$ cat src/rtl/mod_exp_arbiter.sv
// Round-robin arbiter sharing one mod_exp core among NREQ requesters; one operation in flight, response returned only to its owner.
// Request accepted in IDLE, operands to core 1 cycle later; a stalled response holds off all new grants. Optional core watchdog: MOD_EXP_ARB_TIMEOUT_EN.
module mod_exp_arbiter #(
    parameter int SIZE = 64,
    parameter int NREQ = 4,
    localparam int IDW = $clog2(NREQ)
) (
    input  logic                 clk,
    input  logic                 rst,
    input  logic [NREQ*SIZE-1:0] req_base_tdata,
    input  logic [NREQ*SIZE-1:0] req_power_tdata,
    input  logic [NREQ*SIZE-1:0] req_modulus_tdata,
    input  logic [NREQ-1:0]      req_tvalid,
    output logic [NREQ-1:0]      req_tready,
    output logic [SIZE-1:0]      rsp_tdata,
    output logic                 rsp_err,
    output logic [NREQ-1:0]      rsp_tvalid,
    input  logic [NREQ-1:0]      rsp_tready,
    output logic [SIZE-1:0]      core_base_tdata,
    output logic [SIZE-1:0]      core_power_tdata,
    output logic [SIZE-1:0]      core_modulus_tdata,
    output logic                 core_in_tvalid,
    input  logic                 core_in_tready,
    input  logic [SIZE-1:0]      core_out_tdata,
    input  logic                 core_out_tvalid,
    output logic                 core_out_tready,
    output logic                 core_rst,
    output logic [IDW-1:0]       grant_id,
    output logic                 busy
);

    typedef enum logic [1:0] {S_IDLE, S_ISSUE, S_WAIT, S_RETURN} state_t;

    localparam logic [NREQ-1:0] ONE_HOT0 = NREQ'(1);

    state_t          state_q, state_d;
    logic [IDW-1:0]  rr_ptr_q, rr_ptr_d;
    logic [IDW-1:0]  grant_id_q, grant_id_d;
    logic [SIZE-1:0] base_q, base_d;
    logic [SIZE-1:0] power_q, power_d;
    logic [SIZE-1:0] modulus_q, modulus_d;
    logic [SIZE-1:0] result_q, result_d;
    logic            err_q, err_d;

    logic [IDW-1:0]  winner;
    logic            any_vld;
    int              idx;
    logic [SIZE-1:0] win_base, win_power, win_modulus;

    logic [NREQ-1:0] req_tready_c, rsp_tvalid_c;
    logic            core_in_tvalid_c, core_out_tready_c;

`ifdef MOD_EXP_ARB_TIMEOUT_EN
    logic [15:0] cnt_q, cnt_d;
    logic        timeout_pulse;
`endif

    // Scan from the far end back toward rr_ptr+1 so the nearest valid requester wins.
    always_comb begin
        winner  = '0;
        any_vld = 1'b0;
        idx     = 0;
        for (int k = NREQ; k >= 1; k--) begin
            idx = int'(rr_ptr_q) + k;
            if (idx >= NREQ) idx = idx - NREQ;
            if (req_tvalid[idx]) begin
                winner  = IDW'(idx);
                any_vld = 1'b1;
            end
        end
    end

    assign win_base    = req_base_tdata[int'(winner)*SIZE +: SIZE];
    assign win_power   = req_power_tdata[int'(winner)*SIZE +: SIZE];
    assign win_modulus = req_modulus_tdata[int'(winner)*SIZE +: SIZE];

    always_comb begin
        state_d           = state_q;
        rr_ptr_d          = rr_ptr_q;
        grant_id_d        = grant_id_q;
        base_d            = base_q;
        power_d           = power_q;
        modulus_d         = modulus_q;
        result_d          = result_q;
        err_d             = err_q;
        req_tready_c      = '0;
        rsp_tvalid_c      = '0;
        core_in_tvalid_c  = 1'b0;
        core_out_tready_c = 1'b0;
`ifdef MOD_EXP_ARB_TIMEOUT_EN
        cnt_d             = cnt_q;
        timeout_pulse     = 1'b0;
`endif
        case (state_q)
            S_IDLE: begin
                if (any_vld) begin
                    req_tready_c = ONE_HOT0 << winner;
                    grant_id_d   = winner;
                    base_d       = win_base;
                    power_d      = win_power;
                    modulus_d    = win_modulus;
                    // Moduli 0 and 1 are answered locally; the core never sees them.
                    if (win_modulus[SIZE-1:1] == '0) begin
                        result_d = '0;
                        err_d    = 1'b1;
                        state_d  = S_RETURN;
                    end else begin
                        state_d  = S_ISSUE;
`ifdef MOD_EXP_ARB_TIMEOUT_EN
                        cnt_d    = '0;
`endif
                    end
                end
            end
            S_ISSUE: begin
                core_in_tvalid_c = 1'b1;
                if (core_in_tready) state_d = S_WAIT;
            end
            S_WAIT: begin
                core_out_tready_c = 1'b1;
                if (core_out_tvalid) begin
                    result_d = core_out_tdata;
                    err_d    = 1'b0;
                    state_d  = S_RETURN;
                end
            end
            default: begin
                rsp_tvalid_c = ONE_HOT0 << grant_id_q;
                if (rsp_tready[grant_id_q]) begin
                    rr_ptr_d = grant_id_q;
                    state_d  = S_IDLE;
                end
            end
        endcase
`ifdef MOD_EXP_ARB_TIMEOUT_EN
        // Watchdog overrides any core handshake in the cycle the core is reset.
        if (state_q == S_ISSUE || state_q == S_WAIT) begin
            cnt_d = cnt_q + 16'd1;
            if (cnt_q == 16'hFFFF) begin
                timeout_pulse     = 1'b1;
                core_in_tvalid_c  = 1'b0;
                core_out_tready_c = 1'b0;
                result_d          = '0;
                err_d             = 1'b1;
                state_d           = S_RETURN;
            end
        end
`endif
    end

    always_ff @(posedge clk) begin
        if (rst) begin
            state_q    <= S_IDLE;
            rr_ptr_q   <= IDW'(NREQ - 1);
            grant_id_q <= '0;
            base_q     <= '0;
            power_q    <= '0;
            modulus_q  <= '0;
            result_q   <= '0;
            err_q      <= 1'b0;
`ifdef MOD_EXP_ARB_TIMEOUT_EN
            cnt_q      <= '0;
`endif
        end else begin
            state_q    <= state_d;
            rr_ptr_q   <= rr_ptr_d;
            grant_id_q <= grant_id_d;
            base_q     <= base_d;
            power_q    <= power_d;
            modulus_q  <= modulus_d;
            result_q   <= result_d;
            err_q      <= err_d;
`ifdef MOD_EXP_ARB_TIMEOUT_EN
            cnt_q      <= cnt_d;
`endif
        end
    end

    // Handshake outputs are masked while rst is high so nothing appears accepted during reset.
    assign req_tready         = rst ? '0 : req_tready_c;
    assign rsp_tvalid         = rst ? '0 : rsp_tvalid_c;
    assign core_in_tvalid     = core_in_tvalid_c & ~rst;
    assign core_out_tready    = core_out_tready_c & ~rst;
    assign busy               = (state_q != S_IDLE) & ~rst;
    assign rsp_tdata          = result_q;
    assign rsp_err            = err_q;
    assign grant_id           = grant_id_q;
    assign core_base_tdata    = base_q;
    assign core_power_tdata   = power_q;
    assign core_modulus_tdata = modulus_q;
`ifdef MOD_EXP_ARB_TIMEOUT_EN
    assign core_rst           = rst | timeout_pulse;
`else
    assign core_rst           = rst;
`endif

endmodule

$ cat config.mk
export PLATFORM = sky130hd
export DESIGN_NAME = mod_exp_arbiter
export DESIGN_NICKNAME = d
export VERILOG_FILES = /design/src/rtl/mod_exp_arbiter.sv
export SDC_FILE = /design/constraint.sdc
export NUM_CORES = 1
export LEC_CHECK = 0
export CAP_MARGIN = 10
export CORE_AREA = 2 2 436 438
export DETAILED_ROUTE_END_ITERATION = 10
export DIE_AREA = 0 0 438 440
export PLACE_DENSITY = 0.38
export SLEW_MARGIN = 40
export SYNTH_ARGS = -nofsm -noshare
export SYNTH_HDL_FRONTEND = slang
export SYNTH_SLANG_ARGS = --single-unit
export TNS_END_PERCENT = 100
$ cat constraint.sdc
create_clock -name clk -period 3.4 [get_ports clk]
set_clock_uncertainty 0.1 [all_clocks]
set_input_delay 0.51 -clock clk [delete_from_list [all_inputs] [get_ports clk]]
set_output_delay 0.51 -clock clk [all_outputs]
set_load 0.005 [all_outputs]
Fig. 1: placed standard cells
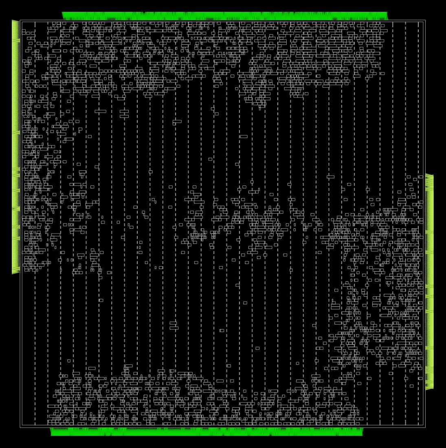
flip-flop and latch share of the layout cell area: 16.1%
final non-filler cell total: 5756
Core ar.: 189000 um^2
fill count: 21400
Seq cells: 263

Fig. 2: metal 1
Drawn at 1 px/um. Supply wires on this layer in gray. Cells faint in the background.
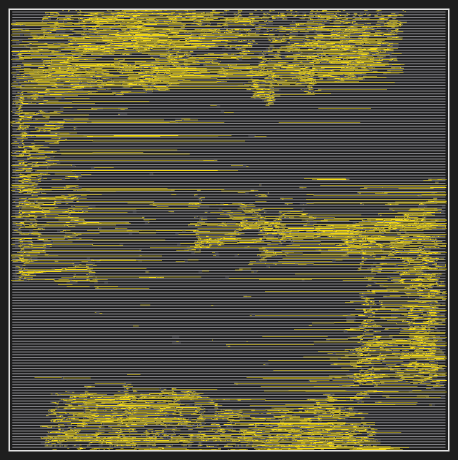
3711 nets have wire on it. The wires run mostly horizontal. The longest straight run is 202 um. The layer carries 64.7 mm of wire.
Routed WL: 154 mm
met1 Use GR: 18.8%
via count: 21200

Fig. 3: cell density map
22 x 22 tiles, from dark blue (low) to red (high), 0 to 100% covered.
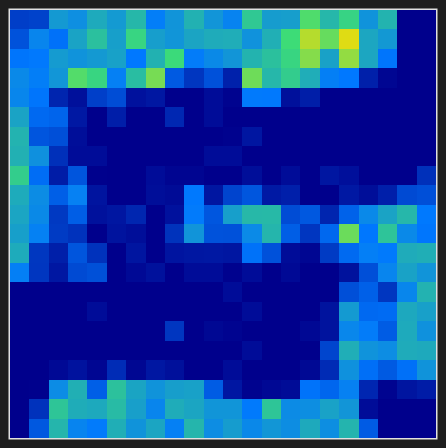
37% of the tiles are nearly empty. The emptiest ninth of the die: center. The mean over all tiles is 15%. The fullest tile reaches 71%. The densest ninth of the die: upper left.
fp util: 7.65%
fin util: 17.3%

Fig. 4: I/O nets highlighted
Drawn at 1 px/um.
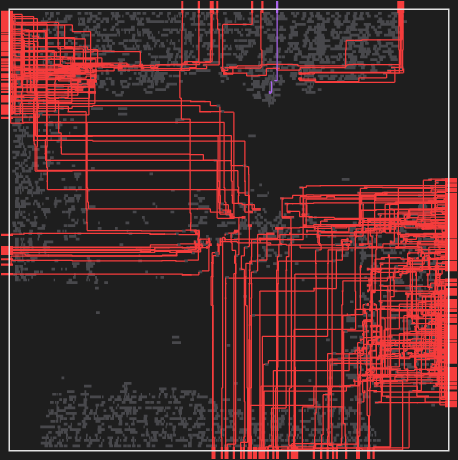
Red shows req_modulus_tdata, bits 256, direction input, edge 135 right, 67 left, 41 bottom, 13 top, end cells 266, buffers 297, wire 35.7 mm. Purple shows core_in_tvalid, bits 1, direction output, edge top, end cells 1, buffers 1, wire 86.8 um.

==> Slide: Implementation Results <==
Implementation Results

Status
  – Status: finished, violations left
  – Failing checks: setup timing

Yosys
  – Net Count, Synth: around 2800
  – Top cells by count: 695 x nand2_1, 263 x dfxtp_1, 252 x nand3_1
  – Synth Seq Share: a little over a third
  – Ys async rst share: 0%
  – Yosys aoi share: between 20 and 25%
  – Ys flops: between 200 and 300
  – XOR-XNOR Cells, Area Fraction: 0%
  – Comb area leader: simple AND/OR/NAND/NOR gates
  – Unique masters post-synth: roughly 53
  – Top-count cell post-synth: nand2_1
  – Avg Inst Size Synth: between 7 and 8 um^2
  – Mux share: ~5.5%
  – Synthesized instance count: just under 2000
  – Synth area leader: dfxtp_1
  – Post-synth EDFFs: 0
  – Synth Cell Area: between 10000 and 15000 um^2
  – Top-area cell share: between 30 and 40%
  – Adder Area Share: less than 1%
  – Top cells, area: dfxtp_1 36%, nand2_1 18%, a32o_1 13%
  – Post-Synth Simple-Gate Area: roughly a third
  – Ys Warns: 0
  – Synth Flop Type: dfxtp_1
  – Yosys stat area: between 10000 and 15000 um^2
  – Ys cells: between 1500 and 2000

Clock network
  – H-tree depth: 2
  – Total CTS buffers: roughly 43
  – Post-CTS setup buffer count: 26
  – CTS Sinks: between 200 and 300
  – CTS Buffer Depth: 3
  – CTS tree: built
  – Latency at later pin: around 0.61 ns
  – CTS root buf: clkbuf_16
  – Post-CTS Resized: 57
  – Worst-path clk slew: roughly 0.05 ns

Finish
  – Comb gate area: ~8800 um^2
  – Antenna Cells: 17
  – Sequential cell area: around 5300 um^2
  – Combinational share of cell area: between 20% and 30%
  – Most frequent cells in the layout: 1110 x clkdlybuf4s50_1, 693 x nand2_1, 262 x dfxtp_1
  – Comb_multi_in: approximately 1500
  – Share of cells above drive strength 1: 13.1%
  – Clkbuf count: about 60
  – Largest class: non-clock buffers
  – Synthesis-to-finish area growth: 127%
  – Non-clk bufs: 1397
  – Final instance area: around 33000 um^2
  – # nets final: 4047
  – Top cell excl fill/tap: clkdlybuf4s50_1
  – Non-clk buf share: roughly 43%
  – Non-CTS inverters: 9
  – Layout clock area frac: 4.27%

Min path
  – Min-Delay Endpoint: core_power_tdata[36]
  – Hold WC Path Type: in2reg
  – Worst min-delay path startpoint: req_power_tdata[100]
  – Hold Path Stages: 3

Worst setup path
  – Origin of the worst setup path: req_tvalid[3]
  – Crit path cell chain: clkdlybuf4s50_1, or2_4, o211a_4, buf_4, buf_12, bufbuf_16, buf_4, and3_1, a31oi_1, buf_4, nor3b_2, o2111ai_2, or4_4, a21oi_4, buf_12, clkbuf_16, a32o_1
  – Arrival @ worst endpoint: just over 4 ns
  – Critical Path End: rsp_tdata[17]
  – CP max stage cell: clkdlybuf4s50_1
  – Crit. End Element: register
  – Reg-to-reg slack, setup: -0.26 ns
  – RR Endpoint: rsp_tdata[17]
  – Worst R2R Start: rr_ptr_q[0]
  – WP buf/inv: 8
  – Critical path required time: between 3 and 4 ns
  – Critical path depth: 17
  – Critical path's most frequent cell: buf_4
  – Crit Path Max Fanout: 10
  – Cell family with most CP delay: buffers and inverters
  – CP Class: in2reg
  – R2R cell count: 15
  – Critical Path Source Type: input port
  – Max incr delay on CP: approximately 0.53 ns

Drt
  – DR WL/cell: 26.7 um
  – Iteration-0 DRC Markers: 1410
  – Met2 WL post-DR: between 70 and 80 mm
  – Length of routed met3 wiring: about 12 mm
  – Met1 wire length: between 60 and 70 mm
  – DRC viols: 0
  – Antenna Nets Post-Route: 0
  – Top Layer Used: met5
  – Detailed Routing Iterations Pass 1: 5

Final timing
  – Max-slew violations: 0
  – Final Hold Vio Count: 0
  – Setup TNS: -15.21 ns
  – Final setup violating endpoints: roughly 66
  – Worst slew margin: 42.0%
  – Tcrit/Tclk final: 108%
  – Final worst slack: -0.261 ns
  – RSZ-0062 raised after global routing: yes
  – Fin crit period: roughly 3.7 ns
  – Fmax: 0.273 GHz

Floorplanning
  – Tap cells: roughly 2500
  – IO Pins: around 1100
  – Die x size: 438 um
  – Die ar.: approximately 190000 um^2
  – Die Y: around 440 um
  – Row Count: 160

Placement
  – Final HPWL DP: 127 mm
  – IO Port Bufs: 1114
  – DP Area: roughly 30000 um^2
  – Setup WS pre-CTS: -1.13 ns
  – # placed instances: around 5600
  – GP Congestion: 0.854

Power and ir drop
  – Sequential Power Share: between 20% and 30%
  – Clock Power Share: 25.8%
  – LEAKAGE: about 12 nW
  – Gate power share: between 40 and 50%
  – P_seq: just under 5 mW
  – Switch share: a little under two fifths
  – Top power group: combinational logic
  – Clock group: approximately 4.7 mW
  – Power Total: ~18 mW
  – Net Sw Power: 6.94 mW
  – Internal cell power: between 10 and 15 mW
  – Pwr/cell area: between 500 and 600 nW/um^2
  – Combinational cell power: 8.56 mW
  – Maximum vdd drop: 401 uV

Global routing
  – M2 GR Usage: 25.2%
  – Initial antenna violation count: 99
  – Tot GR Track Use: about 15%
  – Grt met3 use: 4.39%
  – Vias in the first global route: approximately 20000
  – Grt total ovfl: 0
  – Layer with the highest usage: met2
  – First-pass GRT wire length: 197 mm
  – Largest net degree at the start of global routing: 129

Flow run
  – Max Cap Viol: 0
  – Tool warnings: 34
Power is estimated from default activity; no workload was simulated.
